## src/rtl/cmatmul_pkg.sv

```systemverilog
// -----------------------------------------------------------------------------
// cmatmul_pkg
// Shared definitions for the sequential complex matrix multiplier:
//   - default values for the element width (W) and matrix dimension (N)
//   - FSM state encoding used by cmatmul_seq
//   - ow_width(): signed result width needed so an N-term complex dot
//     product of W-bit signed operands can never overflow
// -----------------------------------------------------------------------------
package cmatmul_pkg;

  localparam int CMM_W_DEFAULT = 4;
  localparam int CMM_N_DEFAULT = 4;

  typedef enum logic [1:0] {
    ST_IDLE = 2'd0,
    ST_MAC  = 2'd1,
    ST_OUT  = 2'd2,
    ST_FIN  = 2'd3
  } state_t;

  // One W x W signed product needs 2W bits, the sum of two products one more,
  // and accumulating N of those sums another clog2(N).
  function automatic int ow_width(input int w, input int n);
    return 2 * w + 1 + $clog2(n);
  endfunction

endpackage

```

## src/rtl/cmatmul_cmac.sv

```systemverilog
// -----------------------------------------------------------------------------
// cmac
// Complex multiply-accumulate datapath with its own accumulator registers.
// Each enabled cycle adds (ar + j*ai) * (br +/- j*bi) to the accumulator,
// using the conjugate of b when conj=1. All arithmetic is carried out at the
// full OW-bit signed width, so intermediate products and sums never wrap.
//
// Ports:
//   clk, rst_n     clock, asynchronous active-low reset (clears accumulator)
//   clr            clear accumulator (has priority over en)
//   en             accumulate this cycle
//   conj           1: use conj(b), 0: use b
//   ar, ai         W-bit signed real/imag of the A operand
//   br, bi         W-bit signed real/imag of the B operand
//   sum_r, sum_i   accumulator plus current product (value that en would store)
// -----------------------------------------------------------------------------
module cmac #(
  parameter int W  = 4,
  parameter int OW = 11
) (
  input  logic          clk,
  input  logic          rst_n,
  input  logic          clr,
  input  logic          en,
  input  logic          conj,
  input  logic [W-1:0]  ar,
  input  logic [W-1:0]  ai,
  input  logic [W-1:0]  br,
  input  logic [W-1:0]  bi,
  output logic [OW-1:0] sum_r,
  output logic [OW-1:0] sum_i
);

  logic signed [OW-1:0] acc_r_reg;
  logic signed [OW-1:0] acc_i_reg;
  logic signed [OW-1:0] ar_x;
  logic signed [OW-1:0] ai_x;
  logic signed [OW-1:0] br_x;
  logic signed [OW-1:0] bi_x;
  logic signed [OW-1:0] bi_eff;
  logic signed [OW-1:0] prod_r;
  logic signed [OW-1:0] prod_i;
  logic signed [OW-1:0] sum_r_next;
  logic signed [OW-1:0] sum_i_next;

  // Sign-extend before any arithmetic; negating the most negative W-bit value
  // is only safe once the operand is wider than W.
  assign ar_x = {{(OW-W){ar[W-1]}}, ar};
  assign ai_x = {{(OW-W){ai[W-1]}}, ai};
  assign br_x = {{(OW-W){br[W-1]}}, br};
  assign bi_x = {{(OW-W){bi[W-1]}}, bi};

  assign bi_eff = conj ? -bi_x : bi_x;

  assign prod_r = (ar_x * br_x) - (ai_x * bi_eff);
  assign prod_i = (ar_x * bi_eff) + (ai_x * br_x);

  assign sum_r_next = acc_r_reg + prod_r;
  assign sum_i_next = acc_i_reg + prod_i;

  assign sum_r = sum_r_next;
  assign sum_i = sum_i_next;

  always_ff @(posedge clk or negedge rst_n) begin
    if (!rst_n) begin
      acc_r_reg <= '0;
      acc_i_reg <= '0;
    end else if (clr) begin
      acc_r_reg <= '0;
      acc_i_reg <= '0;
    end else if (en) begin
      acc_r_reg <= sum_r_next;
      acc_i_reg <= sum_i_next;
    end
  end

endmodule

```

## src/rtl/cmatmul_seq.sv

```systemverilog
// -----------------------------------------------------------------------------
// cmatmul_seq
// Sequential N x N complex matrix multiplier C = A*B (or A*conj(B)), one
// complex MAC per cycle through a single cmac instance. Results are streamed
// out in row-major order through a valid/ready handshake.
//
// Matrices are flattened: element (r,c) occupies bits [(r*N+c)*W +: W].
//
// Ports:
//   clk, rst_n             clock, asynchronous active-low reset
//   start                  request a product (only looked at in IDLE)
//   conj_b                 0: A*B, 1: A*conj(B); latched with the operands
//   A_real/A_imag          N*N*W-bit flattened signed operand A
//   B_real/B_imag          N*N*W-bit flattened signed operand B
//   busy                   high from the cycle after an accepted start
//                          through the done cycle
//   out_valid, out_ready   result handshake
//   out_row, out_col       index of the presented element
//   out_real, out_imag     OW-bit signed result element
//   done                   one-cycle pulse after the last element is taken
//
// Timing with out_ready high: first out_valid N+1 cycles after the start
// cycle, done N*N*(N+1)+1 cycles after it. Legal N is 2..16.
// -----------------------------------------------------------------------------
module cmatmul_seq
  import cmatmul_pkg::*;
#(
  parameter int W = CMM_W_DEFAULT,
  parameter int N = CMM_N_DEFAULT
) (
  input  logic                     clk,
  input  logic                     rst_n,
  input  logic                     start,
  input  logic                     conj_b,
  input  logic [N*N*W-1:0]         A_real,
  input  logic [N*N*W-1:0]         A_imag,
  input  logic [N*N*W-1:0]         B_real,
  input  logic [N*N*W-1:0]         B_imag,
  output logic                     busy,
  output logic                     out_valid,
  input  logic                     out_ready,
  output logic [$clog2(N)-1:0]     out_row,
  output logic [$clog2(N)-1:0]     out_col,
  output logic [ow_width(W,N)-1:0] out_real,
  output logic [ow_width(W,N)-1:0] out_imag,
  output logic                     done
);

  localparam int OW = ow_width(W, N);
  localparam int IW = $clog2(N);

  localparam logic [1:0] S_IDLE = ST_IDLE;
  localparam logic [1:0] S_MAC  = ST_MAC;
  localparam logic [1:0] S_OUT  = ST_OUT;
  localparam logic [1:0] S_FIN  = ST_FIN;

  localparam logic [IW-1:0] IDX_LAST = IW'(N - 1);

  logic [1:0]       state_reg;
  logic [IW-1:0]    i_reg;
  logic [IW-1:0]    j_reg;
  logic [IW-1:0]    k_reg;
  logic             conj_reg;
  logic [N*N*W-1:0] a_re_reg;
  logic [N*N*W-1:0] a_im_reg;
  logic [N*N*W-1:0] b_re_reg;
  logic [N*N*W-1:0] b_im_reg;
  logic [OW-1:0]    out_real_reg;
  logic [OW-1:0]    out_imag_reg;

  logic [W-1:0]     a_re_m [N][N];
  logic [W-1:0]     a_im_m [N][N];
  logic [W-1:0]     b_re_m [N][N];
  logic [W-1:0]     b_im_m [N][N];

  logic [W-1:0]     ar_sel;
  logic [W-1:0]     ai_sel;
  logic [W-1:0]     br_sel;
  logic [W-1:0]     bi_sel;
  logic [OW-1:0]    sum_r;
  logic [OW-1:0]    sum_i;

  logic             accept;
  logic             handshake;
  logic             k_last;
  logic             j_last;
  logic             i_last;
  logic             acc_clr;
  logic             acc_en;

  // ---------------------------------------------------------------------------
  // View the latched flat operand vectors as 2-D element arrays.
  // ---------------------------------------------------------------------------
  for (genvar gi = 0; gi < N; gi++) begin : g_row
    for (genvar gj = 0; gj < N; gj++) begin : g_col
      assign a_re_m[gi][gj] = a_re_reg[(gi*N+gj)*W +: W];
      assign a_im_m[gi][gj] = a_im_reg[(gi*N+gj)*W +: W];
      assign b_re_m[gi][gj] = b_re_reg[(gi*N+gj)*W +: W];
      assign b_im_m[gi][gj] = b_im_reg[(gi*N+gj)*W +: W];
    end
  end

  // Current MAC term: A[i][k] * B[k][j]
  assign ar_sel = a_re_m[i_reg][k_reg];
  assign ai_sel = a_im_m[i_reg][k_reg];
  assign br_sel = b_re_m[k_reg][j_reg];
  assign bi_sel = b_im_m[k_reg][j_reg];

  // ---------------------------------------------------------------------------
  // Control decode
  // ---------------------------------------------------------------------------
  assign accept    = (state_reg == S_IDLE) && start;
  assign handshake = (state_reg == S_OUT) && out_ready;
  assign k_last    = (k_reg == IDX_LAST);
  assign j_last    = (j_reg == IDX_LAST);
  assign i_last    = (i_reg == IDX_LAST);

  // The accumulator is cleared whenever a new element begins: on the accepted
  // start and on every output handshake.
  assign acc_clr = accept || handshake;
  assign acc_en  = (state_reg == S_MAC);

  cmac #(
    .W  (W),
    .OW (OW)
  ) u_cmac (
    .clk   (clk),
    .rst_n (rst_n),
    .clr   (acc_clr),
    .en    (acc_en),
    .conj  (conj_reg),
    .ar    (ar_sel),
    .ai    (ai_sel),
    .br    (br_sel),
    .bi    (bi_sel),
    .sum_r (sum_r),
    .sum_i (sum_i)
  );

  // ---------------------------------------------------------------------------
  // FSM, counters and operand/result registers
  // ---------------------------------------------------------------------------
  always_ff @(posedge clk or negedge rst_n) begin
    if (!rst_n) begin
      state_reg    <= S_IDLE;
      i_reg        <= '0;
      j_reg        <= '0;
      k_reg        <= '0;
      conj_reg     <= 1'b0;
      a_re_reg     <= '0;
      a_im_reg     <= '0;
      b_re_reg     <= '0;
      b_im_reg     <= '0;
      out_real_reg <= '0;
      out_imag_reg <= '0;
    end else begin
      case (state_reg)
        S_IDLE: begin
          if (start) begin
            a_re_reg  <= A_real;
            a_im_reg  <= A_imag;
            b_re_reg  <= B_real;
            b_im_reg  <= B_imag;
            conj_reg  <= conj_b;
            i_reg     <= '0;
            j_reg     <= '0;
            k_reg     <= '0;
            state_reg <= S_MAC;
          end
        end

        S_MAC: begin
          if (k_last) begin
            // Capture the final sum including this last term, so the
            // result is ready the cycle OUT is entered.
            k_reg        <= '0;
            out_real_reg <= sum_r;
            out_imag_reg <= sum_i;
            state_reg    <= S_OUT;
          end else begin
            k_reg <= k_reg + 1'b1;
          end
        end

        S_OUT: begin
          if (out_ready) begin
            // Row-major walk: column first, row advances on column wrap.
            j_reg <= j_last ? '0 : j_reg + 1'b1;
            if (j_last) begin
              i_reg <= i_last ? '0 : i_reg + 1'b1;
            end
            state_reg <= (i_last && j_last) ? S_FIN : S_MAC;
          end
        end

        S_FIN: begin
          state_reg <= S_IDLE;
        end

        default: begin
          state_reg <= S_IDLE;
        end
      endcase
    end
  end

  // ---------------------------------------------------------------------------
  // Outputs. Row/column counters only move on a handshake, so they double as
  // the presented index and stay stable under backpressure.
  // ---------------------------------------------------------------------------
  assign busy      = (state_reg != S_IDLE);
  assign out_valid = (state_reg == S_OUT);
  assign done      = (state_reg == S_FIN);
  assign out_row   = i_reg;
  assign out_col   = j_reg;
  assign out_real  = out_real_reg;
  assign out_imag  = out_imag_reg;

endmodule

```

## config.mk

```make
export PLATFORM = sky130hd
export DESIGN_NAME = cmatmul_seq
export DESIGN_NICKNAME = d
export VERILOG_FILES = /design/src/rtl/cmatmul_pkg.sv /design/src/rtl/cmatmul_cmac.sv /design/src/rtl/cmatmul_seq.sv
export SDC_FILE = /design/constraint.sdc
export NUM_CORES = 1
export LEC_CHECK = 0
export ABC_AREA = 1
export CAP_MARGIN = 20
export CELL_PAD_IN_SITES_DETAIL_PLACEMENT = 0
export CELL_PAD_IN_SITES_GLOBAL_PLACEMENT = 1
export CORE_UTILIZATION = 40
export CTS_CLUSTER_SIZE = 40
export DETAILED_ROUTE_END_ITERATION = 7
export GPL_ROUTABILITY_DRIVEN = 1
export GPL_TIMING_DRIVEN = 1
export PLACE_DENSITY = 0.78
export SYNTH_ARGS = -nofsm -noshare
export SYNTH_HDL_FRONTEND = slang
export SYNTH_SLANG_ARGS = --single-unit
```

## constraint.sdc

```tcl
create_clock -name clk -period 18.2 [get_ports clk]
set_clock_uncertainty 0.1 [all_clocks]
set_input_delay 3.64 -clock clk [delete_from_list [all_inputs] [get_ports clk]]
set_output_delay 3.64 -clock clk [all_outputs]
set_load 0.005 [all_outputs]
```

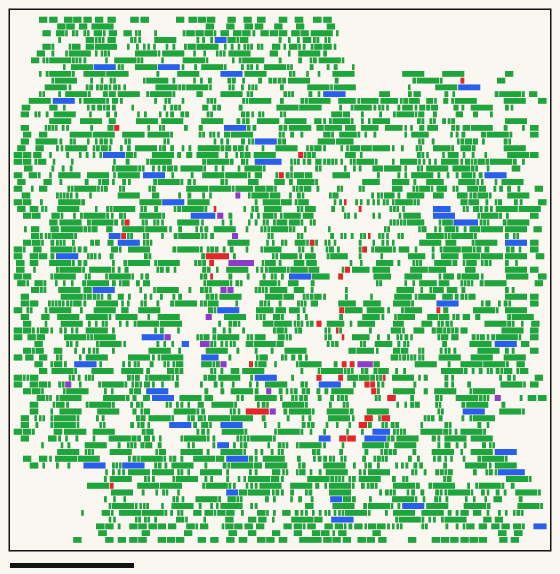
Figure 1: run 1, cell sizes after repair.
Bar = 50 µm.
[green] drive 1 or less | cells: 2507 | share: 96%
[purple] drive 3 to 4 | cells: 15 | share: 0.57%
[red] drive 2 | cells: 39 | share: 1.5%
[blue] drive 6 and up | cells: 52 | share: 2.0%

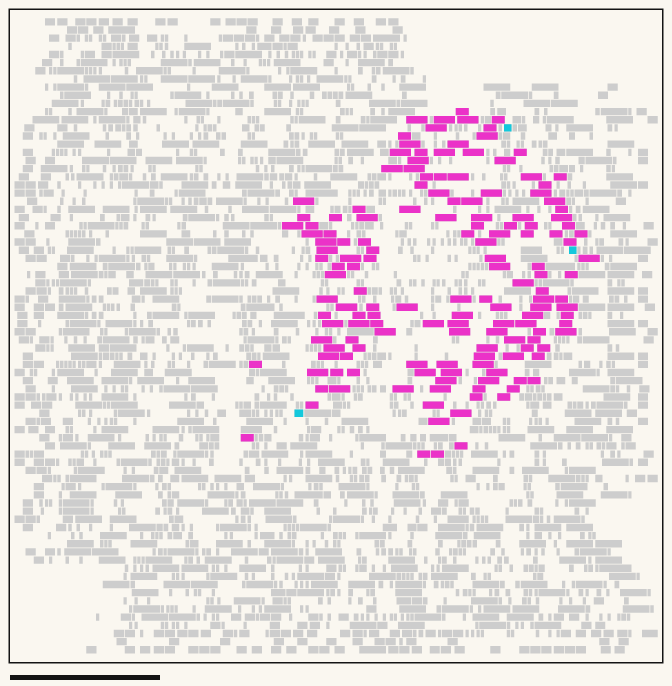
Figure 2: run 1, selected gate families.
Bar = 50 µm.
[cyan] AND-OR and OR-AND gates | cells: 3
[magenta] adder and majority cells | cells: 153

==> summary.log, run 1 <==
INFO  clock_network  cts-buffers-inserted=36
INFO  yosys          netlist_top_cells_count=nand2_1, dfrtp_1, inv_1
INFO  finish         area_growth_from_synthesis_to_layout=23.5%
INFO  finish         non_clock_inverter_count=286
INFO  worst_setup_path critPathCapture=out_real[10]$_DFFE_PN0P_
INFO  clock_network  clock_tree.htree_level_count=2
INFO  min_path       holdPathStages=2
INFO  yosys          synth-edff-count=0
INFO  global_route   grt_pass1_wl=86700µm
INFO  drt            drtPass1Iterations=5
INFO  finish         insertedDiodeCount=0
INFO  outcome        run_status=finished clean
INFO  run            drv.max_cap_violation_count=0
INFO  timing         fin_worst_hold_slack=0.364ns
INFO  worst_setup_path launching_instance_or_port_of_the_critical_path=out_row[0]$_DFFE_PN0P_
INFO  finish         fillCellCount=4503
INFO  clock_network  cts_hold_buffers=0
INFO  floorplan      num_rows=78
INFO  drt            via_per_inst=4.90
INFO  finish         lay_top_cells=nand2_1, dfrtp_1, clkdlybuf4s50_1, inv_1, o21ai_0
INFO  timing         fin_crit_sh=0.508
INFO  timing         max-slew-margin-rel=0.287
INFO  yosys          yosysTopAreaCellShare=0.416
INFO  place          post-place-cells=3149
INFO  yosys          synth.yosys.chip_area=0.0186mm²
INFO  worst_setup_path critical_path.slowest_cell=buf_4
INFO  worst_setup_path reg2reg_setup_slack=8.95ns
INFO  finish         layout_top_cell_excl_fill_tap=nand2_1
INFO  drt            wl_met2=24500µm
INFO  yosys          ys_seq_elements=309
INFO  drt            drt-wirelength-per-cell=16.7µm
INFO  timing         setup_viol_count_final=0
INFO  place          placement_setup_slack=8.95ns
INFO  yosys          avgSynthCellArea=7.85µm²
INFO  floorplan      io_pins=290
INFO  global_route   grt_use_met2=0.368
INFO  worst_setup_path worst_r2r_path_depth=42
INFO  yosys          ff_type=dfrtp_1
INFO  finish         layout.sequential_cells=309
INFO  floorplan      initial_utilization=0.408
INFO  clock_network  clkSinkCount=309
INFO  finish         layout.clock_buffers=55
INFO  finish         fraction_of_standard_cell_area_in_multi_input_logic=0.398
INFO  worst_setup_path ws_path_type=reg2reg
INFO  global_route   grt_overflow_total=0
INFO  yosys          post_synth_main_area_contributors=dfrtp_1, nand2_1, fa_1
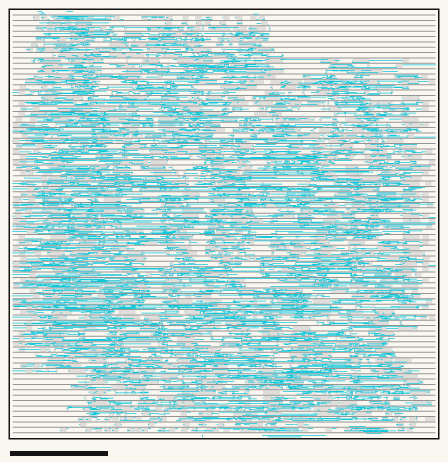
Figure 3: run 1, M1 wires.
Bar = 50 µm. Supply wires on this layer in grey.
main direction: horizontal
nets with wire on the layer: 2709

-- run 1: critical path, delay by kind of cell, from the launching register on --
family          cells  cell delay, ns
flops               1            0.34
fa+ha+maj          10            4.49
simple gates       17            1.72
buf+inv            11            1.68
compound gates      4            0.77
-- run 1: logic make-up after synthesis --
| family | Yosys count | share of synthesized area |
|---|---|---|
| XOR/XNOR | 33 | 0.0156 |
| flip-flops | 309 | 0.416 |
| AND-OR/OR-AND | 316 | 0.0944 |
| adder cells (fa/ha/maj) | 153 | 0.136 |
| AND/OR/NAND/NOR | 1151 | 0.245 |
| buffers and inverters | 404 | 0.0922 |
==> run 1 -> run 2 <==
- clock period: 18.2 -> 8.7 ns (I/O delays scaled with it)
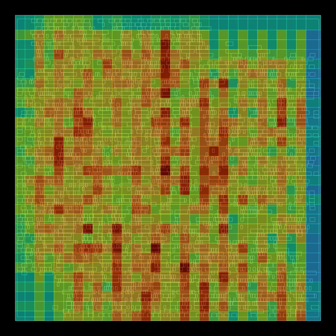
Figure 4: run 2, routing congestion.
met2 Usage GRT: 0.375
met3 track demand over resource in global routing: 0.0344
Avg WL per Cell: 17.0 µm
most heavily used metal layer in global routing: met2
met1 Resource Use GR: 0.338

==> run 2 against run 1 <==
Effect of this change: sequential share of layout area fell by 0.56 points; setup slack worse by 8.5 ns; cell area grew 1.7%; register-to-register slack got worse by 8.5 ns; routed wire length rose by 3.4%; die area is the same; synthesized cell count unchanged; area after synthesis is the same.
==> summary.log, run 2 <==
INFO  outcome        run_status=finished clean
INFO  finish         layout_top_cell_excl_fill_tap=nand2_1
INFO  worst_setup_path path_buffers=10 [-1]
INFO  finish         area_growth_from_synthesis_to_layout=25.6%
INFO  place          post-place-cells=3169 [+0.64%]
INFO  finish         drive_above_1_share=0.0589
INFO  worst_setup_path critical_path.endpoint_type=register
INFO  timing         fin_worst_hold_slack=0.366ns [+0.00106 ns]
INFO  yosys          ff_type=dfrtp_1
INFO  floorplan      io_pins=290 [unchanged]
INFO  clock_network  cts-buffers-inserted=37 [+2.8%]
INFO  floorplan      initial_utilization=0.408 [unchanged]
INFO  timing         layout_min_cycle_time=8.20ns
INFO  yosys          yosys.area_share.xor_xnor=0.0156 [unchanged]
INFO  drt            via_per_inst=4.94 [+0.71%]
INFO  finish         largest_cell_class=logic gates
INFO  yosys          mux_area_frac=0 [unchanged]
INFO  yosys          synth-edff-count=0 [unchanged]
INFO  global_route   grt_overflow_total=0 [unchanged]
INFO  worst_setup_path ws_path_type=reg2reg
INFO  yosys          synthesis.nets=2780
INFO  finish         nets=3033
INFO  worst_setup_path cp_data_arrival_time=8.54ns
INFO  timing         fin_crit_sh=0.943 [+0.435]
INFO  clock_network  cts_hold_buffers=0 [unchanged]
INFO  yosys          post_synth_main_logic_family=simple AND/OR/NAND/NOR gates
INFO  finish         fillCellCount=4441 [-1.4%]
INFO  finish         layout.clock_buffers=50 [-9.1%]
INFO  finish         logic_gates=1653
INFO  run            drv.max_cap_violation_count=0 [unchanged]
INFO  worst_setup_path critical_path.slowest_cell=fa_1
INFO  clock_network  cts-resized-gates=0
INFO  yosys          synthAdderAreaFrac=0.136 [unchanged]
INFO  yosys          avgSynthCellArea=7.85µm² [unchanged]
INFO  finish         signal_buffers=332
INFO  global_route   grt_pass1_wl=87600µm [+1.0%]
INFO  finish         lay_top_cells=nand2_1, dfrtp_1, clkdlybuf4s50_1, inv_1, o21ai_0
INFO  finish         layout.sequential_cells=309 [unchanged]
INFO  clock_network  clkSinkCount=309 [unchanged]
INFO  drt            wl_met2=25200µm [+2.9%]
INFO  finish         fraction_of_standard_cell_area_in_multi_input_logic=0.392 [-0.00614]
INFO  yosys          netlist_top_cells_count=nand2_1, dfrtp_1, inv_1
INFO  yosys          ys_seq_elements=309 [unchanged]
INFO  yosys          synth.yosys.chip_area=0.0186mm² [unchanged]
INFO  floorplan      tapcell.inserted=600
INFO  place          placement_setup_slack=0.231ns [-8.72 ns]
INFO  finish         finalCoreUtilization=0.512
INFO  yosys          yosysTopAreaCellShare=0.416 [unchanged]
INFO  timing         max-slew-margin-rel=0.254 [-0.0325]
INFO  timing         setup_viol_count_final=0 [unchanged]
INFO  worst_setup_path critical-path-top-delay-family=adder cells
INFO  finish         non_clock_inverter_count=286 [unchanged]
INFO  clock_network  clock_tree.htree_level_count=2 [unchanged]
INFO  drt            drtPass1Iterations=5 [unchanged]
INFO  worst_setup_path slowest_delay=0.58ns
INFO  yosys          basic_gates_by_area=0.245 [unchanged]
INFO  yosys          compound_area_frac=0.0944 [unchanged]
INFO  drt            via_count=16000
INFO  finish         insertedDiodeCount=1 [+1]
INFO  yosys          post_synth_main_area_contributors=dfrtp_1, nand2_1, fa_1
INFO  floorplan      num_rows=78 [unchanged]
INFO  timing         final.setup.worst_slack=0.496ns
-- run 2: worst paths after layout --
kind,from,endpoint,slack (ns),cells after the start
max in group asynchronous,rst_n,k_reg[0]$_DFFE_PN0P_,5.66,3
worst min register to register,a_re_reg[17]$_DFFE_PN0P_,a_re_reg[17]$_DFFE_PN0P_,0.37,2
worst max register to register,k_reg[0]$_DFFE_PN0P_,u_cmac.acc_r_reg[10]$_DFFE_PN0P_,0.50,39
min in group asynchronous,rst_n,b_im_reg[14]$_DFFE_PN0P_,1.12,1
worst max-delay path,k_reg[0]$_DFFE_PN0P_,u_cmac.acc_r_reg[10]$_DFFE_PN0P_,0.50,39
worst min-delay path,a_re_reg[17]$_DFFE_PN0P_,a_re_reg[17]$_DFFE_PN0P_,0.37,2
==> run 2 -> run 3 <==
- CELL_PAD_IN_SITES_DETAIL_PLACEMENT: 0 -> 2
- CELL_PAD_IN_SITES_GLOBAL_PLACEMENT: 1 -> 2
- CORE_MARGIN: unset -> 4
- CORE_UTILIZATION: 40 -> 32
- PLACE_DENSITY: 0.78 -> 0.79
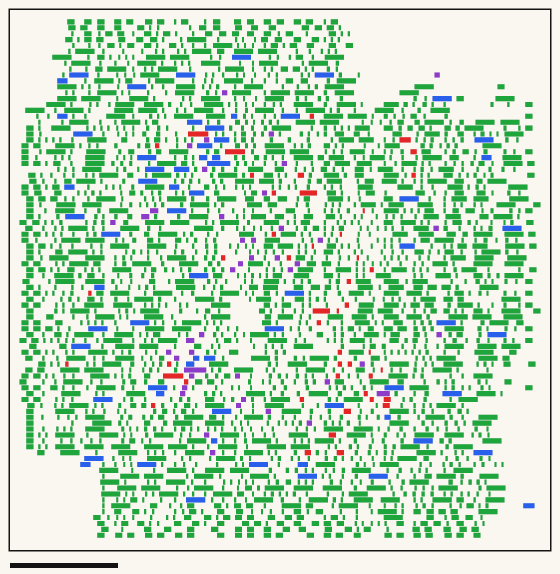
Figure 5: run 3, cell sizes after repair.
Bar = 50 µm.
[purple] drive 3 to 4 | cells: 43 | share: 1.6%
[blue] drive 6 and up | cells: 65 | share: 2.5%
[green] drive 1 or less | cells: 2492 | share: 94%
[red] drive 2 | cells: 46 | share: 1.7%

==> run 3 against run 2 <==
Effect of this change: register-to-register slack got worse by 0.08 ns; synthesized cell count did not move; cell area rose by 0.83%; first-iteration DRC count fell by 30%; die area rose by 31%; non-clock buffer count rose by 1; via count rose by 4.0%; sequential cell count did not move.
==> summary.log, run 3 <==
INFO  yosys          yosysTopAreaCellShare=0.416 [unchanged]
INFO  finish         layout_top_cell_excl_fill_tap=nand2_1
INFO  timing         layout_min_cycle_time=8.28ns [+0.0765 ns]
INFO  min_path       hold_path.startpoint=b_im_reg[52]$_DFFE_PN0P_
INFO  worst_setup_path worstPathMaxFanout=15
INFO  yosys          synthAdderAreaFrac=0.136 [unchanged]
INFO  worst_setup_path worstReg2RegStart=out_row[0]$_DFFE_PN0P_
INFO  yosys          ff_type=dfrtp_1
INFO  floorplan      initial_utilization=0.323 [-0.0850]
INFO  timing         final.setup.worst_slack=0.419ns [-0.0765 ns]
INFO  yosys          netlist_top_cells_count=nand2_1, dfrtp_1, inv_1
INFO  worst_setup_path critical_path.endpoint_type=register
INFO  drt            via_per_inst=4.89 [-1.0%]
INFO  floorplan      num_rows=88 [+13%]
INFO  yosys          synth-edff-count=0 [unchanged]
INFO  finish         lay_top_cells=nand2_1, dfrtp_1, clkdlybuf4s50_1, inv_1, o21ai_0
INFO  run            drv.max_cap_violation_count=0 [unchanged]
INFO  clock_network  cts_hold_buffers=0 [unchanged]
INFO  global_route   grt_overflow_total=0 [unchanged]
INFO  global_route   most_heavily_used_metal_layer_in_global_routing=met2
INFO  drt            drt_drc_violations_left=0
INFO  yosys          netlist_instances=2366
INFO  worst_setup_path critPathCapture=out_real[10]$_DFFE_PN0P_
INFO  clock_network  clkSinkCount=309 [unchanged]
INFO  worst_setup_path cp_data_arrival_time=8.63ns [+0.09 ns]
INFO  global_route   grt_pass1_wl=109000µm [+24%]
INFO  timing         final-hold-violation-count=0
INFO  worst_setup_path reg2reg_setup_slack=0.42ns [-0.08 ns]
INFO  timing         max-slew-margin-rel=0.274 [+0.0203]
INFO  timing         fin_worst_hold_slack=0.370ns [+0.00430 ns]
INFO  finish         nets=3035 [+0.066%]
INFO  timing         fin_crit_sh=0.952 [+0.00879]
INFO  yosys          avgSynthCellArea=7.85µm² [unchanged]
INFO  drt            drt-wirelength-per-cell=20.3µm [+19%]
INFO  min_path       hold-path-endpoint=b_im_reg[52]$_DFFE_PN0P_
INFO  floorplan      io_pins=290 [unchanged]
INFO  worst_setup_path ws_path_type=reg2reg
INFO  global_route   grt.met3_usage=0.0286 [-0.00584]
INFO  drt            via_count=16700 [+4.0%]
INFO  min_path       worst_hold_path_type=reg2reg
INFO  clock_network  cts-buffers-inserted=38 [+2.7%]
INFO  worst_setup_path slowest_delay=0.55ns [-0.03 ns]
INFO  worst_setup_path launching_instance_or_port_of_the_critical_path=out_row[0]$_DFFE_PN0P_
INFO  yosys          compound_area_frac=0.0944 [unchanged]
INFO  place          placement_setup_slack=0.0470ns [-0.184 ns]
INFO  worst_setup_path crit_path_start_kind=register
INFO  clock_network  clock_tree.htree_level_count=2 [unchanged]
INFO  outcome        run_status=finished clean
INFO  clock_network  clock_tree.buffer_depth=3
INFO  global_route   grt_use_met2=0.391 [+0.0158]
INFO  yosys          synth.lib_cells_used.distinct=39
INFO  clock_network  cts-resized-gates=1 [+1]
INFO  yosys          post_synth_main_area_contributors=dfrtp_1, nand2_1, fa_1
INFO  worst_setup_path timing.critical_path.depth=42 [+7.7%]
INFO  yosys          basic_gates_by_area=0.245 [unchanged]
INFO  yosys          synth.yosys.chip_area=0.0186mm² [unchanged]
INFO  yosys          synthesis.nets=2780 [unchanged]
INFO  yosys          post_synth_main_logic_family=simple AND/OR/NAND/NOR gates
INFO  yosys          ys_seq_elements=309 [unchanged]
INFO  yosys          mux_area_frac=0 [unchanged]
INFO  finish         drive_above_1_share=0.0582 [-0.000734]
INFO  clock_network  cts_post_setup_buffers_inserted=0
INFO  finish         area_growth_from_synthesis_to_layout=26.6%
INFO  worst_setup_path reg2reg_to=out_real[10]$_DFFE_PN0P_
INFO  worst_setup_path path_buffers=11 [+1]
INFO  min_path       holdPathStages=2 [unchanged]
INFO  finish         fillCellCount=6557 [+48%]
INFO  timing         setup_viol_count_final=0 [unchanged]
INFO  drt            met1_length=30400µm
INFO  timing         finalSetupTns=0ns
INFO  worst_setup_path worst_r2r_path_depth=42 [+7.7%]
INFO  global_route   met1_usage=0.281 [-0.0567]
INFO  yosys          yosys.area_share.xor_xnor=0.0156 [unchanged]
INFO  drt            drtPass1Iterations=5 [unchanged]
INFO  drt            wl_met2=34900µm [+39%]
INFO  worst_setup_path critical-path-top-delay-family=adder cells
INFO  worst_setup_path critical_path.slowest_cell=fa_1
==> run 3: cell count changes in the layout (fill, tap and decap cells not counted), sizes merged <==
cell	previous run	this run
clkbuf	52	58
buf	42	44
bufinv	3	1
clkinv	10	3
==> run 3: metrics by stage <==
step           utilization  cell area [µm²]  instances
2_1_floorplan            -            18600       2366
3_3_place_gp         0.384            22100       3338
3_5_place_dp         0.384            22100       3338
4_1_cts              0.405            23300       3403
5_1_grt              0.408            23500       3412
6_report             0.408            23500       3412
==> run 3: cell type report <==
cell class,instances,share of cell area
well taps,765,0.0407
diodes,1,0.000106
multi-input cells,1653,0.390
clock buffers,57,0.0478
repair buffers,333,0.141
flip-flops and latches,309,0.329
inverters,286,0.0469
clock inverters,8,0.00388
